<file path="config.mk">
export PLATFORM = sky130hd
export DESIGN_NAME = arith_unit_scheduler
export DESIGN_NICKNAME = d
export VERILOG_FILES = /design/src/rtl/arith_sched_pkg.sv /design/src/rtl/arith_div_iter.sv /design/src/rtl/arith_unit_scheduler.sv
export SDC_FILE = /design/constraint.sdc
export NUM_CORES = 1
export LEC_CHECK = 0
export CORE_UTILIZATION = 41
export CTS_BUF_LIST = sky130_fd_sc_hd__clkbuf_8
export DETAILED_ROUTE_END_ITERATION = 10
export GPL_TIMING_DRIVEN = 0
export PLACE_DENSITY_LB_ADDON = 0.3
export SLEW_MARGIN = 5
export SYNTH_ARGS = -nofsm -noshare
export SYNTH_HDL_FRONTEND = slang
export SYNTH_SLANG_ARGS = --single-unit
</file>
<file path="constraint.sdc">
create_clock -name clk -period 9.7 [get_ports clk]
set_input_delay 0.97 -clock clk [delete_from_list [all_inputs] [get_ports clk]]
set_output_delay 0.97 -clock clk [all_outputs]
set_load 0.01 [all_outputs]
</file>
<file path="src/rtl/arith_sched_pkg.sv">
// arith_sched_pkg: op codes, scheduler states and the round-robin pick shared by the scheduler.
package arith_sched_pkg;
   typedef enum logic [1:0] {OP_ADD = 2'b00, OP_SUB = 2'b01, OP_MUL = 2'b10, OP_DIV = 2'b11} op_t;
   typedef enum logic [1:0] {IDLE, EXEC, RESP} state_t;

   // First set bit of mask searching upward from last+1, wrapping at nreq; returns last if none.
   function automatic logic [3:0] rr_next(input logic [15:0] mask, input logic [3:0] last, input int nreq);
      logic [3:0] g;
      logic [3:0] idx;
      logic f;
      g = last;
      f = 1'b0;
      for (int k = 1; k <= 16; k++) begin
         idx = 4'((int'(last) + k) % nreq);
         if (!f && k <= nreq && mask[idx]) begin
            g = idx;
            f = 1'b1;
         end
      end
      return g;
   endfunction
endpackage

</file>
<file path="src/rtl/arith_div_iter.sv">
// arith_div_iter: restoring shift-subtract divider, one quotient bit per cycle starting on the start edge.
module arith_div_iter #(
   parameter int N = 8
) (
   input  logic         clk,
   input  logic         rst_n,
   input  logic         start,
   input  logic [N-1:0] a,
   input  logic [N-1:0] b,
   output logic         done,
   output logic [N-1:0] q,
   output logic [N-1:0] r
);
   localparam int CW = $clog2(N + 1);
   logic [CW-1:0] cnt;
   logic [N-1:0] dvs, rem_in, quo_in, dv;
   logic [N:0] sh, diff;
   logic ge;
   // The start edge already performs the first step on the incoming operands.
   always_comb begin
      rem_in = start ? '0 : r;
      quo_in = start ? a : q;
      dv = start ? b : dvs;
      sh = {rem_in, quo_in[N-1]};
      diff = sh - {1'b0, dv};
      ge = !diff[N];
   end
   always_ff @(posedge clk or negedge rst_n) begin
      if (!rst_n) begin
         cnt <= '0;
         dvs <= '0;
         q <= '0;
         r <= '0;
         done <= 1'b0;
      end else begin
         done <= start ? (N == 1) : (cnt == CW'(1));
         if (start || cnt != '0) begin
            r <= ge ? diff[N-1:0] : sh[N-1:0];
            q <= {quo_in[N-2:0], ge};
            cnt <= start ? CW'(N - 1) : cnt - CW'(1);
         end
         if (start) dvs <= b;
      end
   end
endmodule

</file>
<file path="src/rtl/arith_unit_scheduler.sv">
// arith_unit_scheduler: round-robin shared add/sub/mul/div engine with one op in flight.
// ARITH_SCHED_PRIO0_EN gives requester 0 strict priority over the round-robin group.
module arith_unit_scheduler
   import arith_sched_pkg::*;
#(
   parameter int N = 8,
   parameter int NREQ = 4,
   parameter int MUL_LAT = 2
) (
   input  logic                     clk,
   input  logic                     rst_n,
   input  logic [NREQ-1:0]          req_valid,
   output logic [NREQ-1:0]          req_ready,
   input  logic [2*NREQ-1:0]        req_op,
   input  logic [N*NREQ-1:0]        req_a,
   input  logic [N*NREQ-1:0]        req_b,
   output logic                     rsp_valid,
   input  logic                     rsp_ready,
   output logic [$clog2(NREQ)-1:0]  rsp_id,
   output logic [2*N-1:0]           rsp_data,
   output logic                     rsp_err
);
   localparam int IDW = $clog2(NREQ);
   localparam int W2 = 2 * N;
   localparam int CW = $clog2((N > MUL_LAT ? N : MUL_LAT) + 1);
   state_t state, state_n;
   op_t op, sel_op;
   logic [N-1:0] a, b, sel_a, sel_b, div_q, div_r;
   logic [IDW-1:0] last, g;
   logic [CW-1:0] cnt, lat;
   logic acc, upd, fin, div0, div_done;
   logic [W2-1:0] res;
   logic [W2-1:0] mpipe [MUL_LAT];
   always_comb begin
`ifdef ARITH_SCHED_PRIO0_EN
      g = req_valid[0] ? '0 : IDW'(rr_next(16'(req_valid & ~NREQ'(1)), 4'(last), NREQ));
      upd = !req_valid[0];
`else
      g = IDW'(rr_next(16'(req_valid), 4'(last), NREQ));
      upd = 1'b1;
`endif
      acc = state == IDLE && |req_valid;
      req_ready = acc ? NREQ'(1) << g : '0;
      sel_op = op_t'(req_op[2*g +: 2]);
      sel_a = req_a[N*g +: N];
      sel_b = req_b[N*g +: N];
      lat = sel_op == OP_MUL ? CW'(MUL_LAT) : (sel_op == OP_DIV && sel_b != '0) ? CW'(N) : CW'(1);
      div0 = op == OP_DIV && b == '0;
      fin = (op == OP_DIV && !div0) ? div_done : cnt == CW'(1);
      res = op == OP_ADD ? {{(N-1){1'b0}}, {1'b0, a} + {1'b0, b}} :
            op == OP_SUB ? {{N{1'b0}}, a - b} :
            op == OP_MUL ? mpipe[MUL_LAT-1] :
            div0 ? {a, {N{1'b1}}} : {div_r, div_q};
      state_n = state == IDLE ? (acc ? EXEC : IDLE) :
                state == EXEC ? (fin ? RESP : EXEC) :
                (rsp_ready ? IDLE : RESP);
   end
   assign rsp_valid = state == RESP;
   arith_div_iter #(.N(N)) u_div (
      .clk(clk), .rst_n(rst_n), .start(acc && sel_op == OP_DIV),
      .a(sel_a), .b(sel_b), .done(div_done), .q(div_q), .r(div_r)
   );
   // Stage 0 captures the product on the accepting edge, so the tap is valid MUL_LAT-1 edges later.
   always_ff @(posedge clk or negedge rst_n) begin
      if (!rst_n) begin
         for (int i = 0; i < MUL_LAT; i++) mpipe[i] <= '0;
      end else begin
         mpipe[0] <= W2'(sel_a) * W2'(sel_b);
         for (int i = 1; i < MUL_LAT; i++) mpipe[i] <= mpipe[i-1];
      end
   end
   always_ff @(posedge clk or negedge rst_n) begin
      if (!rst_n) begin
         state <= IDLE;
         last <= IDW'(NREQ - 1);
         cnt <= '0;
         op <= OP_ADD;
         a <= '0;
         b <= '0;
         rsp_id <= '0;
         rsp_data <= '0;
         rsp_err <= 1'b0;
      end else begin
         state <= state_n;
         if (acc) begin
            op <= sel_op;
            a <= sel_a;
            b <= sel_b;
            rsp_id <= g;
            cnt <= lat;
            if (upd) last <= g;
         end else if (state == EXEC) cnt <= cnt - CW'(1);
         if (state == EXEC && fin) begin
            rsp_data <= res;
            rsp_err <= div0;
         end
      end
   end
endmodule

</file>
==> run_1/layer_met1.png <==
Scale bar: 50 um. Supply wires on this layer in grey.
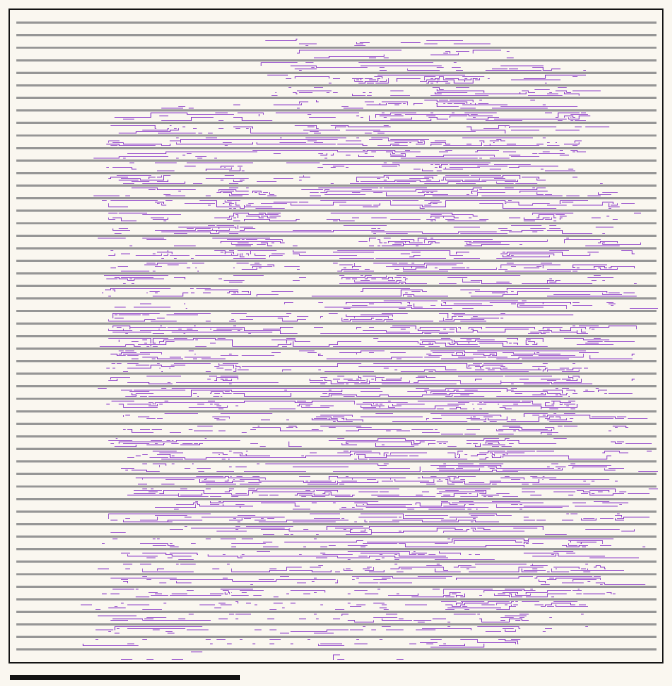
The longest straight run is 45.1 um. The layer holds 46% of the routed length. The wires run mostly horizontal.

==> run_1/layer_met2.png <==
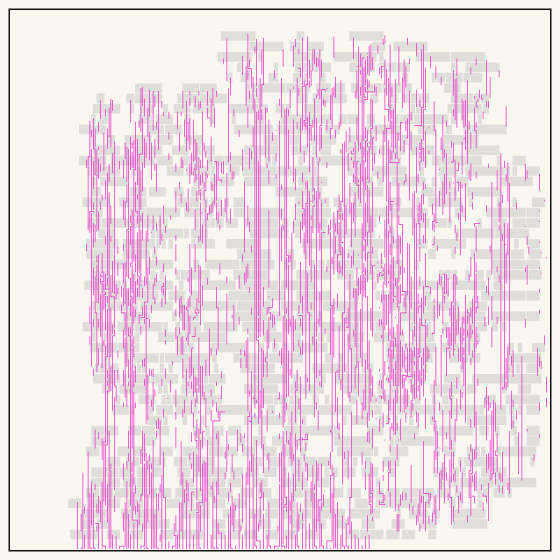
The layer holds 49% of the routed length. The wires run mostly vertical. 943 nets have wire on it. The layer carries 9,890 um of wire. The longest straight run is 81.9 um.

==> metrics.csv, run 1 <==
metric,value,unit
crit_fanout,10,
r2r-end,mpipe[29]$_DFF_PN0_,
fin_crit_sh,77.5,%
worstPathRequired,9.96,ns
ys_area,7980,sq um
slowest_stage,fa_1,
area_growth,19.5,%
path_delay_family,adder cells,
ys_cells,867,
r2r_setup_slack,2.72,ns
hold-path-cell-count,0,
top_regs,"mpipe: 32 flops, rsp_data: 16 flops",
r2r_start,last[0]$_DFFE_PN1P_,
clk_latency,0.39,ns
ys_ff,106,
die_w,141,um
path_common_cell,fa_1,
cts_hold_buf,0,
path_cells,clkdlybuf4s50_1 -> nor2b_1 -> o21a_1 -> a211oi_4 -> clkbuf_1 -> clkbuf_1 -> mux2_2 -> or2_2 -> fa_1 -> fa_1 -> inv_1 -> fa_1 -> inv_1 -> fa_1 -> inv_1 -> ha_1 -> a21boi_0 -> o21a_1 -> o21ai_0 -> a21oi_1 -> o21ai_0 -> o2111ai_1,
rsz0062_at_grt,no,
outcome,"finished, final reports clean",
start_kind,input pin,
dp_cells,1230,
hp-class,reg -> reg,
max_stage_delay,0.55,ns
post_dp_cell_area,9350,sq um
fin_setup_tns,0,ns
setup_viol,0,
fin_cells,1246,
layout_min_cycle_time,7.52,ns
initCoreUtil,42.2,%
fmaxAchievable,133,MHz
antenna_found_initial,0,
warnings,36,
critPathLaunch,req_valid[1],
netlist_area,7980,sq um
min_from,mpipe[31]$_DFF_PN0_,
nNetsFinal,1163,
fill_cells,1820,
synthesis.nets,1049,
edf_count,0,
reg2regPathDepth,21,
clockBufferDepth,2,
setup_ws,2.18,ns
clock-sinks,106,
hpwl,16.0,mm
die_area,20000,sq um
firstDrtPassIters,5,
grt_pass1_wl,33.3,mm
stdcell_area,9530,sq um
worstHoldEndpoint,mpipe[15]$_DFF_PN0_,
hold_ws,0.358,ns
gp_congestion,0.899,
==> run_1/layer_met3.png <==
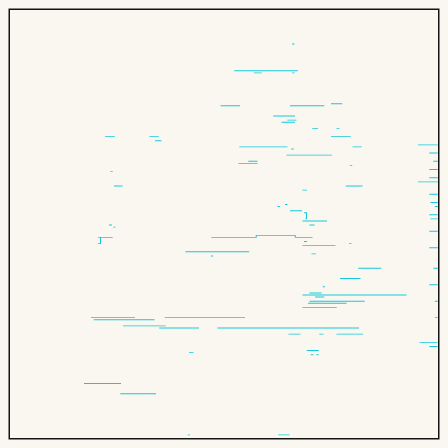
The layer holds 2.7% of the routed length. The layer carries 543 um of wire.

-- run 1: cell usage after synthesis, types with 9 or more instances --
| cell type | n |
|---|---|
| nand2_1 | 88 |
| mux2_2 | 17 |
| mux2i_1 | 43 |
| or2_2 | 21 |
| ha_1 | 64 |
| inv_1 | 84 |
| fa_1 | 39 |
| o21a_1 | 13 |
| nor2_1 | 86 |
| xnor2_1 | 18 |
| and2_1 | 13 |
| a21oi_1 | 39 |
| o21ai_0 | 55 |
| o211ai_1 | 11 |
| o2111ai_1 | 9 |
| dfrtp_1 | 104 |
| nor2b_1 | 12 |
| nor3_1 | 11 |
| clkbuf_1 | 30 |
| nor4_1 | 9 |
-- run 1: final cells by class --
| type | count | area [sq um] | share of cell area (%) |
|---|---|---|---|
| sequential | 106 | 2660 | 27.9 |
| clock buffer | 9 | 124 | 1.30 |
| inverter | 84 | 315 | 3.31 |
| buffer | 42 | 168 | 1.76 |
| tap | 260 | 325 | 3.41 |
| multi-input combinational | 635 | 4840 | 50.7 |
| timing repair buffer | 103 | 1050 | 11.0 |
| clock inverter | 7 | 61.3 | 0.643 |
-- run 1: cell families after synthesis --
| family | synth area share, % |
|---|---|
| buf+inv | 6.06 |
| mux | 8.36 |
| simple gates | 16.6 |
| xor+xnor | 2.64 |
| fa+ha+maj | 19.8 |
| compound gates | 13.2 |
| flops | 33.3 |
-- run 1: per-layer routing --
layer	global-route usage [%]	up-vias	share of wire, %
li1	-	3160	-
met1	28.2	3142	46
met2	37.7	126	49
met3	1.55	38	2.7
met4	7.24	0	2.6
met5	0	-	0
==> run_1/congestion.png <==
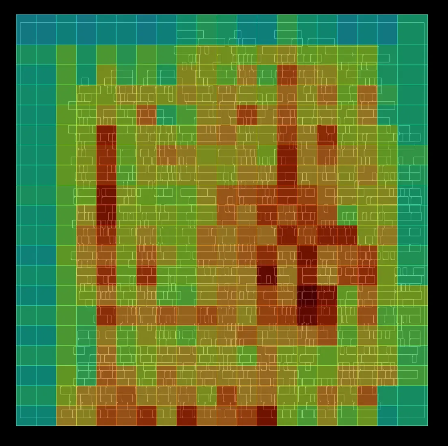

==> inputs of run 2 (changes only) <==
==> constraint.sdc (replaced) <==
create_clock -name clk -period 6.37 [get_ports clk]
set_input_delay 0.637 -clock clk [delete_from_list [all_inputs] [get_ports clk]]
set_output_delay 0.637 -clock clk [all_outputs]
set_load 0.01 [all_outputs]
==> run_2/congestion.png <==
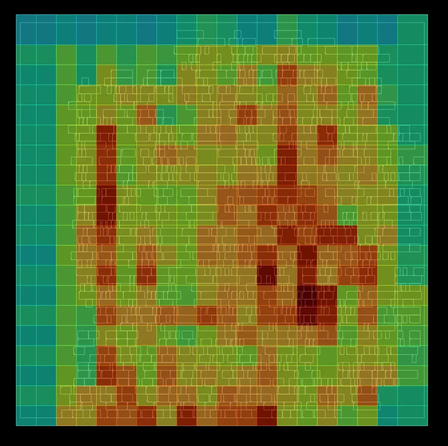
met2 Usage GRT: 37.6%
met3 usage: 1.55%
Layout Utilization: 50.8%
total track usage: 21.5%
GR Util met1: 28.3%

==> run 2 against run 1 <==
Compared with the run above: register-to-register slack worse by 2.3 ns; clock skew up 0.0017 ns; largest cell class unchanged; critical path type unchanged; critical path depth unchanged; count of clock-buffer cells in the layout unchanged; worst setup slack worse by 1.9 ns; via count up 0.29%; utilization up 0.40 points; first-iteration DRC count up 7.8%; cell count down 0.16%.
==> metrics.csv, run 2 <==
metric,value,unit,change
outcome,"finished, final reports clean",,
hold_ws,0.204,ns,-0.155 ns
clockBufferDepth,2,,unchanged
antenna_found_initial,0,,unchanged
setup_viol,0,,unchanged
critPathLaunch,req_valid[1],,
die_area,20000,sq um,unchanged
ys.flop_type,dfrtp_1,,
dp_cells,1230,,unchanged
start_kind,input pin,,
warnings,36,,unchanged
path_cells,clkdlybuf4s50_1 -> nor2b_1 -> o21a_1 -> a211oi_4 -> buf_6 -> clkbuf_4 -> mux2_4 -> or2_2 -> fa_1 -> fa_1 -> inv_1 -> fa_1 -> inv_1 -> fa_1 -> inv_1 -> ha_1 -> a21boi_1 -> o21a_1 -> o21ai_2 -> a21oi_1 -> o21ai_0 -> o2111ai_1,,
synthesis.nets,1049,,unchanged
fin_setup_tns,0,ns,unchanged
reg2regPathDepth,21,,unchanged
layout_min_cycle_time,6.12,ns,
mux_share,8.36,%,unchanged
slowest_stage,fa_1,,
netlist_area,7980,sq um,unchanged
grt-busiest-layer,met2,,
gp_congestion,0.899,,unchanged
synth.logic.top_family,adder cells,,
edf_count,0,,unchanged
top_regs,"mpipe: 32 flops, rsp_data: 16 flops",,
aoi_share,13.2,%,unchanged
worstPathRequired,6.63,ns,-3.33 ns
ys_sh_adder,19.8,%,unchanged
area_growth,20.5,%,
fill_cells,1809,,-0.60%
post_dp_cell_area,9350,sq um,unchanged
max_stage_delay,0.55,ns,about the same
grt_pass1_wl,33.3,mm,about the same
hp-class,in -> async,,
ys_ff,106,,unchanged
die_w,141,um,unchanged
clk_latency,0.39,ns,about the same
ys_area,7980,sq um,unchanged
path_common_cell,fa_1,,
clock-sinks,106,,unchanged
fin_crit_sh,96.0,%,
synth.most_common_cell,dfrtp_1,,
crit_fanout,10,,unchanged
common_cells,"dfrtp_1 (104), nand2_1 (88), nor2_1 (86)",,
cts_hold_buf,0,,unchanged
ys_cells,867,,unchanged
stdcell_area,9610,sq um,+0.79%
initCoreUtil,42.2,%,unchanged
hpwl,16.0,mm,unchanged
nNetsFinal,1161,,-0.17%
fmaxAchievable,164,MHz,
==> run_2/layer_met3.png <==
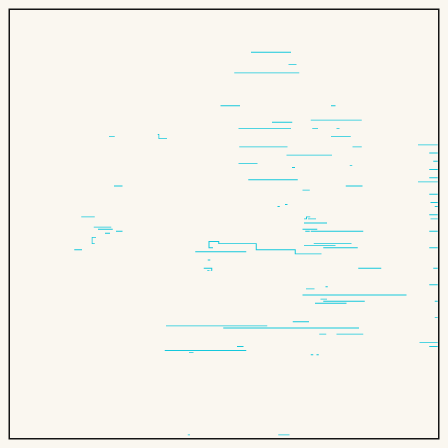
The wires run mostly horizontal. The layer holds 2.8% of the routed length. The longest straight run is 44.6 um. The layer carries 567 um of wire. 63 nets have wire on it.
vias post-DR: 6,485
total wire length: 20.6 mm

[run 2: cell counts after synthesis]
No cell type changed its count.
[run 2: final timing paths]
path                                       end  slack, ns
min reg2reg                mpipe[15]$_DFF_PN0_       0.36
max in group asynchronous  mpipe[14]$_DFF_PN0_       5.46
max reg2reg                mpipe[29]$_DFF_PN0_       0.45
max                        mpipe[29]$_DFF_PN0_       0.25
min                           a[2]$_DFFE_PN0P_       0.20
min in group clk           mpipe[15]$_DFF_PN0_       0.36
[run 2: layout make-up]
cell class	count	area [sq um]	share of cell area (%)
Sequential cell	106	2660	27.6
Timing Repair Buffer	107	1080	11.2
Tap cell	260	325	3.39
Clock buffer	9	124	1.29
Buffer	36	175	1.82
Multi-Input combinational cell	635	4870	50.7
Inverter	84	315	3.28
Clock inverter	7	61.3	0.638
[run 2: repair_timing]
action | in CTS | in global routing
setup endpoints to repair | 9 | 13
setup buffers | 1 | 3
pin swaps | 1 | 1
resized | 8 | 20
[run 2: kinds of logic (layout without fill, tap and decap cells)]
| family | after synthesis | in the layout |
|---|---|---|
| simple gates | 281 | 281 |
| buf+inv | 126 | 243 |
| fa+ha+maj | 103 | 103 |
| compound gates | 165 | 165 |
| flops | 106 | 106 |
| xor+xnor | 24 | 24 |
| mux | 62 | 62 |
[run 2: layer usage]
metal | wire length (um) | vias to the layer above | share of wire, %
met4 | 509 | 0 | 2.5
met3 | 567 | 35 | 2.8
met1 | 9440 | 3169 | 46
met5 | 0 | - | 0
li1 | - | 3156 | -
met2 | 10100 | 125 | 49
==> inputs of run 3 (changes only) <==
--- a/config.mk
+++ b/config.mk
@@ -8,9 +8,12 @@
 export CORE_UTILIZATION = 41
 export CTS_BUF_LIST = sky130_fd_sc_hd__clkbuf_8
 export DETAILED_ROUTE_END_ITERATION = 10
+export DONT_BUFFER_PORTS = 1
 export GPL_TIMING_DRIVEN = 0
 export PLACE_DENSITY_LB_ADDON = 0.3
+export SETUP_SLACK_MARGIN = 0.1
 export SLEW_MARGIN = 5
 export SYNTH_ARGS = -nofsm -noshare
 export SYNTH_HDL_FRONTEND = slang
+export SYNTH_HIERARCHICAL = 1
 export SYNTH_SLANG_ARGS = --single-unit
==> run_3/layer_met4.png <==
Scale bar: 50 um. Supply wires on this layer in grey.
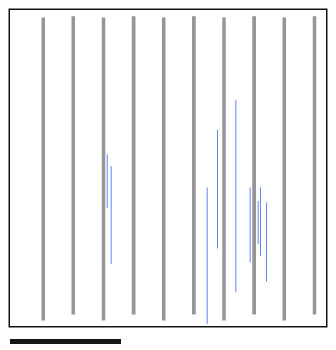
The wires run mostly vertical. The layer carries 386 um of wire.
vias post-DR: 6,309
total wire length: 20.0 mm

==> run_3/congestion.png <==
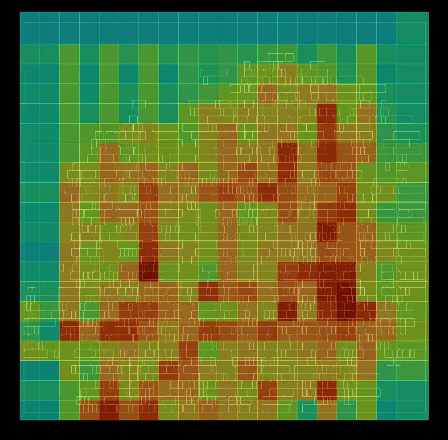
Layout Utilization: 46.7%
met3 usage: 2.46%
Routed WL per cell: 16.9 um
GRT Max-Usage Layer: met2
total track usage: 21.0%

==> run 3 against run 2 <==
Compared with the run above: utilization fell by 4.2 points; cell area fell by 7.6%; worst setup slack improved by 0.083 ns; area after synthesis rose by 1.2%; fmax rose by 1.4%.
==> metrics.csv, run 3 <==
metric,value,unit,change
crit_fanout,10,,unchanged
hp-class,in -> async,,
synth.most_common_cell,nand2_1,,
hold_ws,0.0999,ns,-0.104 ns
common_cells,"nand2_1 (112), inv_1 (107), dfrtp_1 (104)",,
layout_min_cycle_time,6.03,ns,-0.0832 ns
clk_latency,0.37,ns,-0.02 ns
mux_share,7.33,%,-1.0 points
fin_crit_sh,94.7,%,-1.3 points
start_kind,flip-flop,,
top_regs,"mpipe: 32 flops, rsp_data: 16 flops",,
topCellsByArea,"dfrtp_1 (32%), ha_1 (9.9%), fa_1 (9.7%), nand2_1 (5.2%), inv_1 (5.0%)",,
edf_count,0,,unchanged
initCoreUtil,42.4,%,+0.22 points
fmaxAchievable,166,MHz,+1.4%
clockBufferDepth,2,,unchanged
netlist_area,8070,sq um,+1.2%
die_area,20200,sq um,+1.2%
warnings,38,,+5.6%
grt_pass1_wl,32.9,mm,-1.2%
nNetsFinal,1104,,-4.9%
antenna_found_initial,0,,unchanged
aoi_share,14.1,%,+0.85 points
ys_area,8070,sq um,+1.2%
r2r_setup_slack,0.34,ns,-0.11 ns
path_cells,or2b_2 -> o21ai_2 -> a221o_1 -> buf_6 -> mux4_2 -> buf_4 -> inv_1 -> nand2_1 -> fa_1 -> fa_1 -> inv_1 -> fa_1 -> inv_1 -> fa_1 -> inv_1 -> ha_1 -> o21a_1 -> o21a_1 -> and3_1 -> a211oi_2 -> o2bb2ai_1 -> xnor2_1,,
stdcell_area,8870,sq um,-7.6%
ys.flop_type,dfrtp_1,,
worstPathRequired,6.65,ns,+0.02 ns
cts_max_level,3,,
outcome,"finished, final reports clean",,
fill_cells,1846,,+2.0%
post_dp_cell_area,8400,sq um,-10%
ys_cells,898,,+3.6%
hpwl,15.4,mm,-3.9%
r2r-end,mpipe[30]$_DFF_PN0_,,
ys_sh_adder,19.6,%,-0.23 points
synth.logic.top_family,adder cells,,
clock-sinks,106,,unchanged
synthesis.nets,1080,,+3.0%
gp_congestion,0.878,,-2.4%
max_stage_delay,0.60,ns,+0.05 ns
fin_setup_tns,0,ns,unchanged
die_w,142,um,+0.58%
-- run 3: final cells by class --
class / instances / area, sq um / share of cell area [%]
Tap cell: 260 / 325 / 3.67
Clock inverter: 7 / 100 / 1.13
Timing Repair Buffer: 14 / 125 / 1.41
Buffer: 33 / 195 / 2.20
Multi-Input combinational cell: 648 / 4940 / 55.6
Inverter: 110 / 413 / 4.65
Clock buffer: 9 / 124 / 1.40
Sequential cell: 106 / 2660 / 29.9
-- run 3: how the worst max path moves through the flow --
stage                         from                  end  depth (start not counted)  slack, ns
4_1_cts        last[0]$_DFFE_PN1P_  mpipe[30]$_DFF_PN0_                         21       0.10
3_5_place_dp          req_valid[3]  mpipe[30]$_DFF_PN0_                         21      -0.33
6_report       last[0]$_DFFE_PN1P_  mpipe[30]$_DFF_PN0_                         22       0.34
5_1_grt        last[0]$_DFFE_PN1P_  mpipe[31]$_DFF_PN0_                         23       0.12
2_1_floorplan         req_valid[3]  mpipe[31]$_DFF_PN0_                         20       0.39
3_3_place_gp          req_valid[3]  mpipe[30]$_DFF_PN0_                         21      -0.33
-- run 3: routing by layer --
layer,track usage (%),part of all wire (%),vias to the layer above
li1,-,-,3058
met1,30.5,48,3065
met2,32.8,45,165
met3,2.46,4.7,21
met4,5.83,1.9,0
met5,0,0,-
-- run 3: timing repair --
item	4_1_cts	5_1_grt
hold endpoints to repair	104	0
gates resized	5	36
pin swaps	0	6
setup endpoints to repair	4	4
buffers inserted	0	13
hold buffers	1	0
